--- src/rtl/rs_frame_checker.sv ---
// Purpose : in-line protocol/length monitor for the RS decoder; pairs input frames with output frames.
// Latency : every flag, counter and occupancy output is registered one cycle after the causing beat.
// Backpress: none; observe-only. Input beats qualify on dec_o_in_ready, output beats on dec_o_valid alone.
//
// Ports:
//   clk, rst                      single clock, synchronous active-low reset
//   dec_i_*                       decoder input strobes (valid/start/end), dec_o_in_ready = decoder accept
//   dec_o_valid/start/end         decoder output strobes
//   chk_err_*                     sticky error flags, cleared only by reset
//   chk_any_err                   registered OR of the sticky flags (one cycle behind them)
//   chk_pending                   number of input frames still waiting for an output frame
//   chk_frames_in/out             wrapping counts of completed input/output frames

// Frame delimiter tracker shared by the input and output sides.
// Counts beats of the current frame (saturating) and flags start/end misuse.
// Outputs are combinational in the beat cycle; the parent registers them.
module rs_frame_len_fsm #(
  parameter int LEN_W = 5
) (
  input  logic             clk,
  input  logic             rst,
  input  logic             beat,
  input  logic             sof,
  input  logic             eof,
  output logic             done,
  output logic [LEN_W-1:0] done_len,
  output logic             proto_err
);

  typedef enum logic {
    IDLE     = 1'b0,
    IN_FRAME = 1'b1
  } state_t;

  state_t           state, state_n;
  logic [LEN_W-1:0] len, len_n, len_inc;

  // Saturate instead of wrapping so an over-long frame can never alias a legal length.
  assign len_inc = (len == '1) ? len : len + LEN_W'(1);

  always_ff @(posedge clk) begin
    if (!rst) begin
      state <= IDLE;
      len   <= '0;
    end else begin
      state <= state_n;
      len   <= len_n;
    end
  end

  always_comb begin
    state_n   = state;
    len_n     = len;
    done      = 1'b0;
    done_len  = len_inc;
    proto_err = 1'b0;
    if (beat) begin
      if (sof) begin
        // A start inside a frame abandons the partial frame and begins a new one.
        proto_err = (state == IN_FRAME);
        if (eof) begin
          done     = 1'b1;
          done_len = LEN_W'(1);
          state_n  = IDLE;
        end else begin
          state_n = IN_FRAME;
          len_n   = LEN_W'(1);
        end
      end else if (state == IDLE) begin
        // Beat outside any frame: dropped.
        proto_err = 1'b1;
      end else if (eof) begin
        done     = 1'b1;
        done_len = len_inc;
        state_n  = IDLE;
      end else begin
        len_n = len_inc;
      end
    end
  end

endmodule

--- config.mk ---
export PLATFORM = sky130hd
export DESIGN_NAME = rs_frame_len_fsm
export DESIGN_NICKNAME = d
export VERILOG_FILES = /design/src/rtl/rs_frame_checker.sv
export SDC_FILE = /design/constraint.sdc
export NUM_CORES = 1
export LEC_CHECK = 0
export CAP_MARGIN = 30
export CORE_AREA = 3 3 40 42
export CTS_CLUSTER_DIAMETER = 60
export DETAILED_ROUTE_END_ITERATION = 6
export DIE_AREA = 0 0 43 45
export PLACE_DENSITY = 0.69
export SLEW_MARGIN = 10
export SYNTH_ARGS = -nofsm -noshare
export SYNTH_HDL_FRONTEND = slang
export SYNTH_SLANG_ARGS = --single-unit
--- constraint.sdc ---
create_clock -name clk -period 4.2 [get_ports clk]
set_clock_uncertainty 0.15 [all_clocks]
set_input_delay 0.84 -clock clk [delete_from_list [all_inputs] [get_ports clk]]
set_output_delay 0.84 -clock clk [all_outputs]
set_load 0.005 [all_outputs]
==> results.toml, run 1 <==
# synthesis and place-and-route metrics
[outcome]
status = "complete, no violations"

[synth]
yosys-stat-cells = 52
ys.flop_type = "dfxtp_1"
largest_area_cell = "dfxtp_1"
syn_nets = 59
synth_warnings = 0
ys_ff = 6

[die]
io_pins = 12
num_rows = 13
initCoreUtil_pct = 33.5
die_w_um = 43

[critical_path]
crit_path_max_incr_delay_ns = 0.60
critPathMostFrequentCell = "clkdlybuf4s50_1"

[routing]
antenna_left = 0
viasPerCell = 5.34
wl_met2_um = 421
route.met3.wl_um = 71

[grt]
grt_pass1_vias = 379
grt_max_degree = 9
grt_pass1_wl_um = 1520
antenna_found_initial = 0

[final_layout]
nets = 73

[timing]
rsz0062_at_grt = "false"
fin_tns_setup_ns = 0
tightestPinTransition_ns = 0.364

[pwr]
leakage_nw = 0.221
ir_drop_mv = 0.183

[clock_tree]
cts_inserted_buffers = 3
cts_buffer_depth = 2
cts_tree = "yes"
postCtsHoldBufs = 0
clk_pin_slew_ns = 0.04

[placed_design]
dp_hpwl_um = 699
==> run 1: power breakdown <==
group / internal (mW) / switching, mW / total [mW]
sequential: 0.0583 / 0.00145 / 0.0598
combinational: 0.0123 / 0.0101 / 0.0224
clock: 0.0324 / 0.0214 / 0.0538
total: 0.103 / 0.0330 / 0.136
==> run 1: placed cells by master (no fill, tap or decap), types with 3 or more instances in the layout <==
cell              n
clkdlybuf4s50_1  11
dfxtp_1           6
nor2_1            5
nand2_1           4
a21oi_1           4
inv_1             3
a31oi_1           3
clkbuf_4          3
==> run 1: cell families after synthesis <==
logic type	Yosys count	synth area share, %
adder cells (fa/ha/maj)	2	5.81
XOR/XNOR	2	4.07
flip-flops	6	27.9
multiplexers	1	2.33
buffers and inverters	5	4.94
AND/OR/NAND/NOR	20	30.5
AND-OR/OR-AND	16	24.4
==> run 1: per-stage QoR <==
stage / cell area, µm² / power [mW] / cells / setup slack, ns / hold slack (ns)
6_report: 572 / 0.136 / 79 / 0.706 / 0.346
5_1_grt: 572 / 0.143 / 79 / 0.602 / 0.376
4_1_cts: 572 / 0.137 / 79 / 0.703 / 0.349
3_5_place_dp: 549 / 0.0834 / 76 / 0.716 / 0.338
3_3_place_gp: 549 / 0.0833 / 76 / 0.743 / 0.327
2_1_floorplan: 430 / 0.0711 / 52 / 1.91 / 0.302
==> run 1: path summary, 6_finish.rpt <==
kind	endpoint	slack, ns	cells after the start
worst max-delay path	proto_err	0.71	5
worst min-delay path	state	0.35	2
worst max register to register	len[1]	2.41	4
worst min register to register	state	0.35	2
==> run 1: critical path, delay by kind of cell <==
family / cells / cell delay (ns)
simple gates: 1 / 0.12
fa+ha+maj: 1 / 0.31
buf+inv: 3 / 1.25
==> run 1: routing by layer <==
metal,track usage [%],vias to the layer above
li1,-,218
met1,12.7,186
met2,16.2,16
met3,4.78,2
met4,3.61,0
met5,0,-
==> run 1: sequential cells by signal, summed over array words and instances, names as in the netlist <==
register / cells
state: 1
len: 5
==> run 1: final cells by class <==
class,count,area (µm²)
Timing Repair Buffer,11,110
Fill cell,133,713
Clock buffer,3,22.5
Inverter,3,11.3
Sequential cell,6,120
Multi-Input combinational cell,41,289
Tap cell,15,18.8
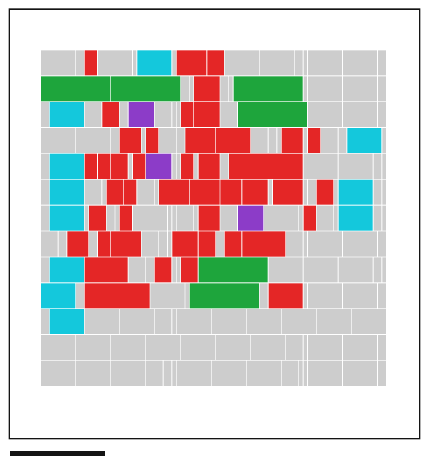
Run 1: placement by cell class
Bar = 10 µm. Fill, decap, tap and diode cells in grey.
[remaining buffers and delay cells] cyan | cells: 11
[remaining logic cells] red | cells: 44
[clock-net drivers] purple | cells: 3
[registers] green | cells: 6
sequential fraction of total cell area: 21.0%
Placeable Area: 0.00128 mm²
Design Area, Final: 572 µm²
final core occ: 44.5%

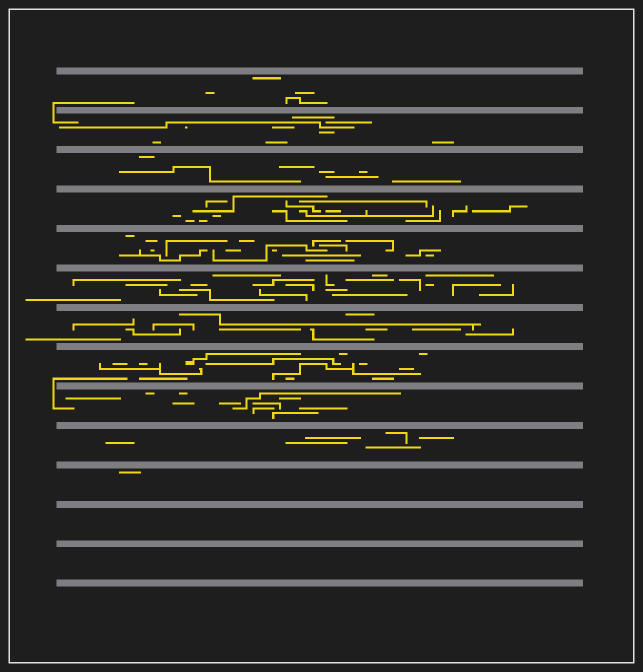
Run 1: M1 wires
Supply wires on this layer in grey.
longest straight run: 17.9 µm
wire length on this layer: 410 µm
nets with wire on the layer: 62
main direction: horizontal
share of all routed wire: 45%
final wirelength: 909 µm
via count: 422
met1 GRT Util: 12.7%

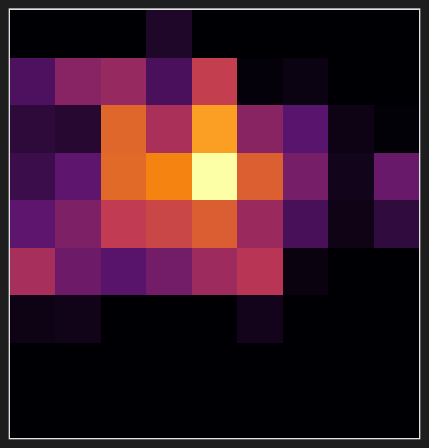
Run 1: signal metal coverage by tile
9 x 9 tiles, from black (low) to pale yellow (high), scaled to the fullest tile. Values are wire area over tile area, all layers added.
tiles over half the peak: 12%
mean over tiles: 0.077
emptiest ninth of the die: bottom right
fullest tile: 0.44
densest ninth of the die: middle
nearly empty tiles: 47%
Total GRT Usage: 10.4%
drt wl/cell: 11.5 µm

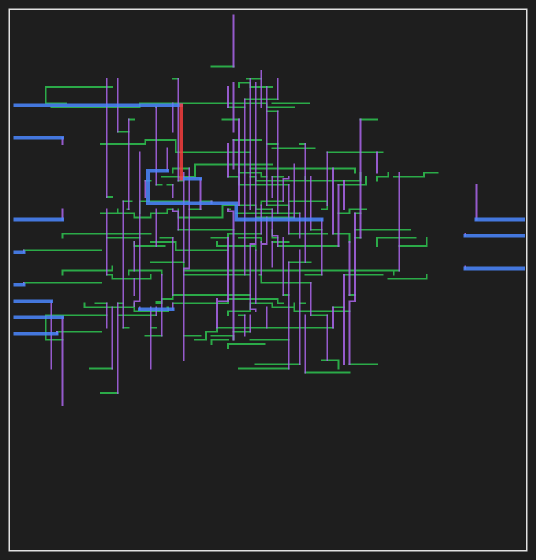
Run 1: wiring by layer
[M4] red | wire length: 6.10 µm
[M3] blue | wire length: 71.5 µm
[M2] purple | wire length: 422 µm
[M1] green | wire length: 410 µm

## Run 2: what changed since run 1
==> constraint.sdc (replaced) <==
create_clock -name clk -period 3.4 [get_ports clk]
set_clock_uncertainty 0.15 [all_clocks]
set_input_delay 0.68 -clock clk [delete_from_list [all_inputs] [get_ports clk]]
set_output_delay 0.68 -clock clk [all_outputs]
set_load 0.005 [all_outputs]
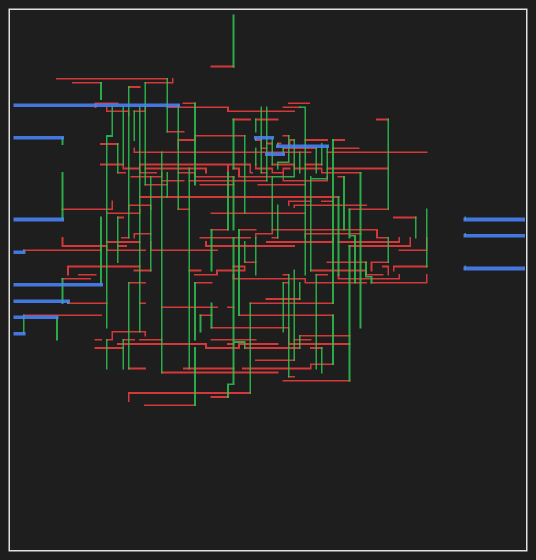
Run 2: wiring by layer
[M2] green | wire length: 415 µm
[M3] blue | wire length: 59.1 µm
[M1] red | wire length: 487 µm
final wirelength: 961 µm
Total GRT Usage: 10.3%
via count: 423
drt wl/cell: 12.0 µm

==> run 2 against run 1 <==
Compared with the run above: combinational power grew 29%; die size is the same; sequential share of layout area shrank 0.27 points; highest routed layer is now met3.
==> results.toml, run 2 <==
# synthesis and place-and-route metrics
[synth]
ys_ff = 6
ys_top_logic_family = "simple AND/OR/NAND/NOR gates"
ys_sh_adder_pct = 5.81
ys_sh_mux_pct = 2.33
largest_area_cell = "dfxtp_1"
ys.flop_type = "dfxtp_1"

[critical_path]
crit_path_max_incr_delay_ns = 0.54

[final_layout]
layout_top_cells = "clkdlybuf4s50_1, dfxtp_1, nor2_1, nand2_1, a21oi_1"
instances_no_fill = 80
nets = 74
largest_register_ffs = 5
final_util_pct = 45.1
fin_area_um2 = 579
final_common_cell = "clkdlybuf4s50_1"
top_register = "len"
top_regs = "len x5, state x1"

[clock_tree]
postCtsHoldBufs = 0
cts_inserted_buffers = 3
clk_pin_slew_ns = 0.04

[grt]
grt_pass1_wl_um = 1520

[die]
core_area_mm2 = 0.00128
io_pins = 12
initCoreUtil_pct = 33.5

[timing]
rsz0062_at_grt = "false"

[pwr]
p_int_mw = 0.128
p_sw_share_pct = 24.5
power_frac_clock_pct = 39.5

[placed_design]
dpl_worst_slack_ns = 0.410

[outcome]
status = "complete, no violations"
[run 2: cell families after synthesis]
logic type	Yosys count
adders and majority gates	2
DFF	6
and+or+nand+nor	20
AOI/OAI and AO/OA	16
xor gates and xnor gates	2
muxes	1
buffers and inverters	5
[run 2: cell type report]
cell class | instances | area (µm²)
tap | 15 | 18.8
inverter | 3 | 11.3
fill | 139 | 706
timing repair buffer | 12 | 118
clock buffer | 3 | 22.5
multi-input combinational | 41 | 289
sequential | 6 | 120
[run 2: stage by stage]
step,hold WS [ns],total power [mW]
4_1_cts,0.350,0.172
6_report,0.343,0.170
5_1_grt,0.381,0.179
2_1_floorplan,0.302,0.0878
3_5_place_dp,0.339,0.104
3_3_place_gp,0.320,0.104
[run 2: layer usage]
layer  GRT usage (%)  up-vias  wire length [µm]
met3            3.98        0                59
met4            1.81        0                 0
met2            16.8       17               415
met5               0        -                 0
met1            13.2      182               486
li1                -      224                 -
[run 2: power by group through the flow]
stage               clock network [mW]  logic, mW  registers [mW]
floorplan                            0     0.0131          0.0747
global placement                     0     0.0288          0.0751
detailed placement                   0     0.0288          0.0752
CTS                             0.0691     0.0290          0.0738
global route                    0.0744     0.0312          0.0739
finish                          0.0669     0.0288          0.0738
[run 2: final timing paths]
check | startpoint | cells past startpoint | slack, ns | end
setup reg to reg | len[0] | 4 | 1.61 | len[1]
hold reg to reg | state | 2 | 0.34 | state
hold / removal | state | 2 | 0.34 | state
setup / recovery | eof | 5 | 0.40 | done_len[1]
[run 2: critical path: cells and delay by family]
| family | cells | cell delay (ns) |
|---|---|---|
| buffers and inverters | 2 | 0.99 |
| and+or+nand+nor | 3 | 0.50 |
Run 2, M1 wires:
Supply wires on this layer in grey.
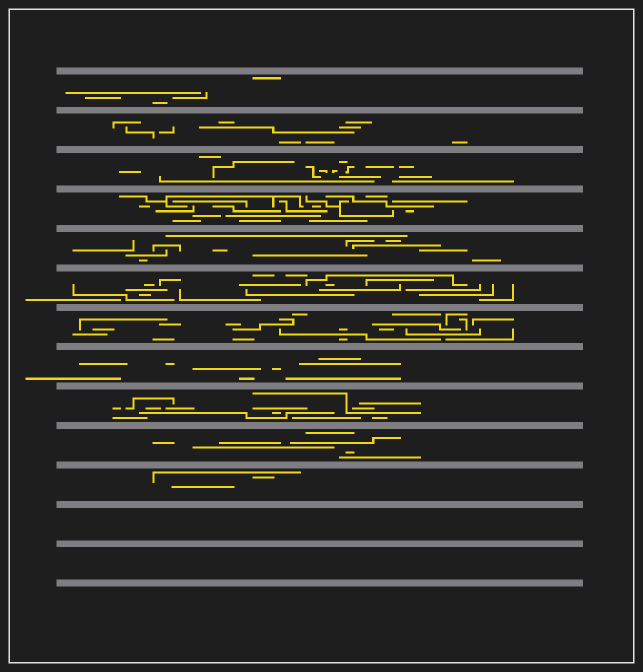

## Run 3: what changed since run 2
--- a/config.mk
+++ b/config.mk
@@ -10,6 +10,7 @@
 export CTS_CLUSTER_DIAMETER = 60
 export DETAILED_ROUTE_END_ITERATION = 6
 export DIE_AREA = 0 0 43 45
+export HOLD_SLACK_MARGIN = 0.1
 export PLACE_DENSITY = 0.69
 export SLEW_MARGIN = 10
 export SYNTH_ARGS = -nofsm -noshare
==> constraint.sdc (replaced) <==
create_clock -name clk -period 3.84 [get_ports clk]
set_clock_uncertainty 0.15 [all_clocks]
set_input_delay 0.768 -clock clk [delete_from_list [all_inputs] [get_ports clk]]
set_output_delay 0.768 -clock clk [all_outputs]
set_load 0.005 [all_outputs]
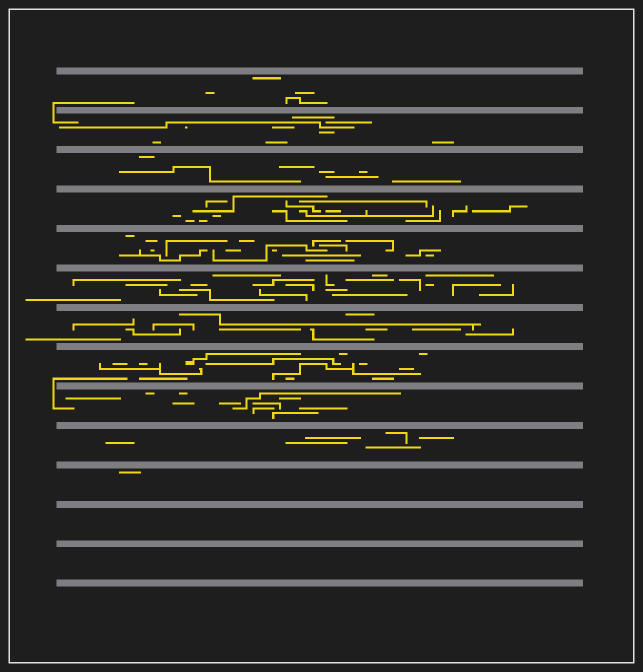
Run 3: M1 wires
Supply wires on this layer in grey.
nets with wire on the layer: 62
share of all routed wire: 45%
via count: 422
final wirelength: 909 µm

==> run 3 against run 2 <==
Compared with the run above: synthesized cell count unchanged; register-to-register slack improved by 0.44 ns; critical path depth unchanged; highest routed layer is now met4; via count decreased by 0.24%.
==> results.toml, run 3 <==
# synthesis and place-and-route metrics
[clock_tree]
postCtsHoldBufs = 0
cts_tree = "yes"
cts_buffer_depth = 2
clk_pin_slew_ns = 0.04

[routing]
route.met3.wl_um = 71
drt-wirelength-per-cell_um = 11.5
antenna_left = 0
viasPerCell = 5.34
wl_met2_um = 421
met1_length_um = 409

[final_layout]
nFillCells = 133
largest_register_ffs = 5
instances_no_fill = 79

[placed_design]
dp_hpwl_um = 699

[synth]
largest_area_cell = "dfxtp_1"
yosys-stat-cells = 52
syn_nets = 59

[timing]
fin_tns_setup_ns = 0
tightestPinTransition_ns = 0.364

[die]
core_area_mm2 = 0.00128
io_pins = 12
num_rows = 13

[grt]
grt_pass1_vias = 379
grt_pass1_wl_um = 1520
grt_max_degree = 9

[critical_path]
r2r_cells = 4
rr_startpoint = "len[0]"
r2r_setup_slack_ns = 2.05

[hold_path]
holdPathStages = 2

[pwr]
p_int_mw = 0.113

[outcome]
status = "complete, no violations"
## run 3: cell counts after synthesis
Identical to the previous run, type by type.
## run 3: power groups by stage
stage | combinational (mW) | clock [mW] | sequential, mW
2_1_floorplan | 0.0116 | 0 | 0.0662
4_1_cts | 0.0249 | 0.0598 | 0.0654
6_report | 0.0245 | 0.0588 | 0.0654
5_1_grt | 0.0271 | 0.0640 | 0.0655
3_5_place_dp | 0.0247 | 0 | 0.0666
3_3_place_gp | 0.0246 | 0 | 0.0665
## run 3: logic make-up after synthesis
group,synth area share [%]
compound gates,24.4
xor+xnor,4.07
fa+ha+maj,5.81
buf+inv,4.94
flops,27.9
mux,2.33
simple gates,30.5
## run 3: per-stage QoR
stage,setup slack (ns),hold WS (ns),utilization [%],power (mW)
finish,0.490,0.346,44.5,0.149
global route,0.386,0.376,44.5,0.157
CTS,0.487,0.349,44.5,0.150
detailed placement,0.500,0.338,42.7,0.0912
global placement,0.527,0.327,42.7,0.0911
floorplan,1.69,0.302,-,0.0777
## run 3: worst max-delay path by stage
stage	from	endpoint	slack [ns]	cells past startpoint
after floorplan	sof	proto_err	1.69	3
after global placement	sof	proto_err	0.53	5
after detailed placement	sof	proto_err	0.50	5
after CTS	sof	proto_err	0.49	5
after global routing	sof	proto_err	0.39	5
final	sof	proto_err	0.49	5
## run 3: metal layers
metal / GRT usage, % / vias up
li1: - / 218
met1: 12.7 / 186
met2: 16.2 / 16
met3: 4.78 / 2
met4: 3.61 / 0
met5: 0 / -
## run 3: cell type report
type	count	area [µm²]	area share [%]
Multi-Input combinational cell	41	289	50.5
Sequential cell	6	120	21.0
Timing Repair Buffer	11	110	19.3
Clock buffer	3	22.5	3.94
Tap cell	15	18.8	3.28
Inverter	3	11.3	1.97
## run 3: critical path, delay by kind of cell
family                     cells  cell delay [ns]
and+or+nand+nor                1             0.12
buffers and inverters          3             1.25
adders and majority gates      1             0.31
No activity file was given, so power comes from the tool's default toggle rates.
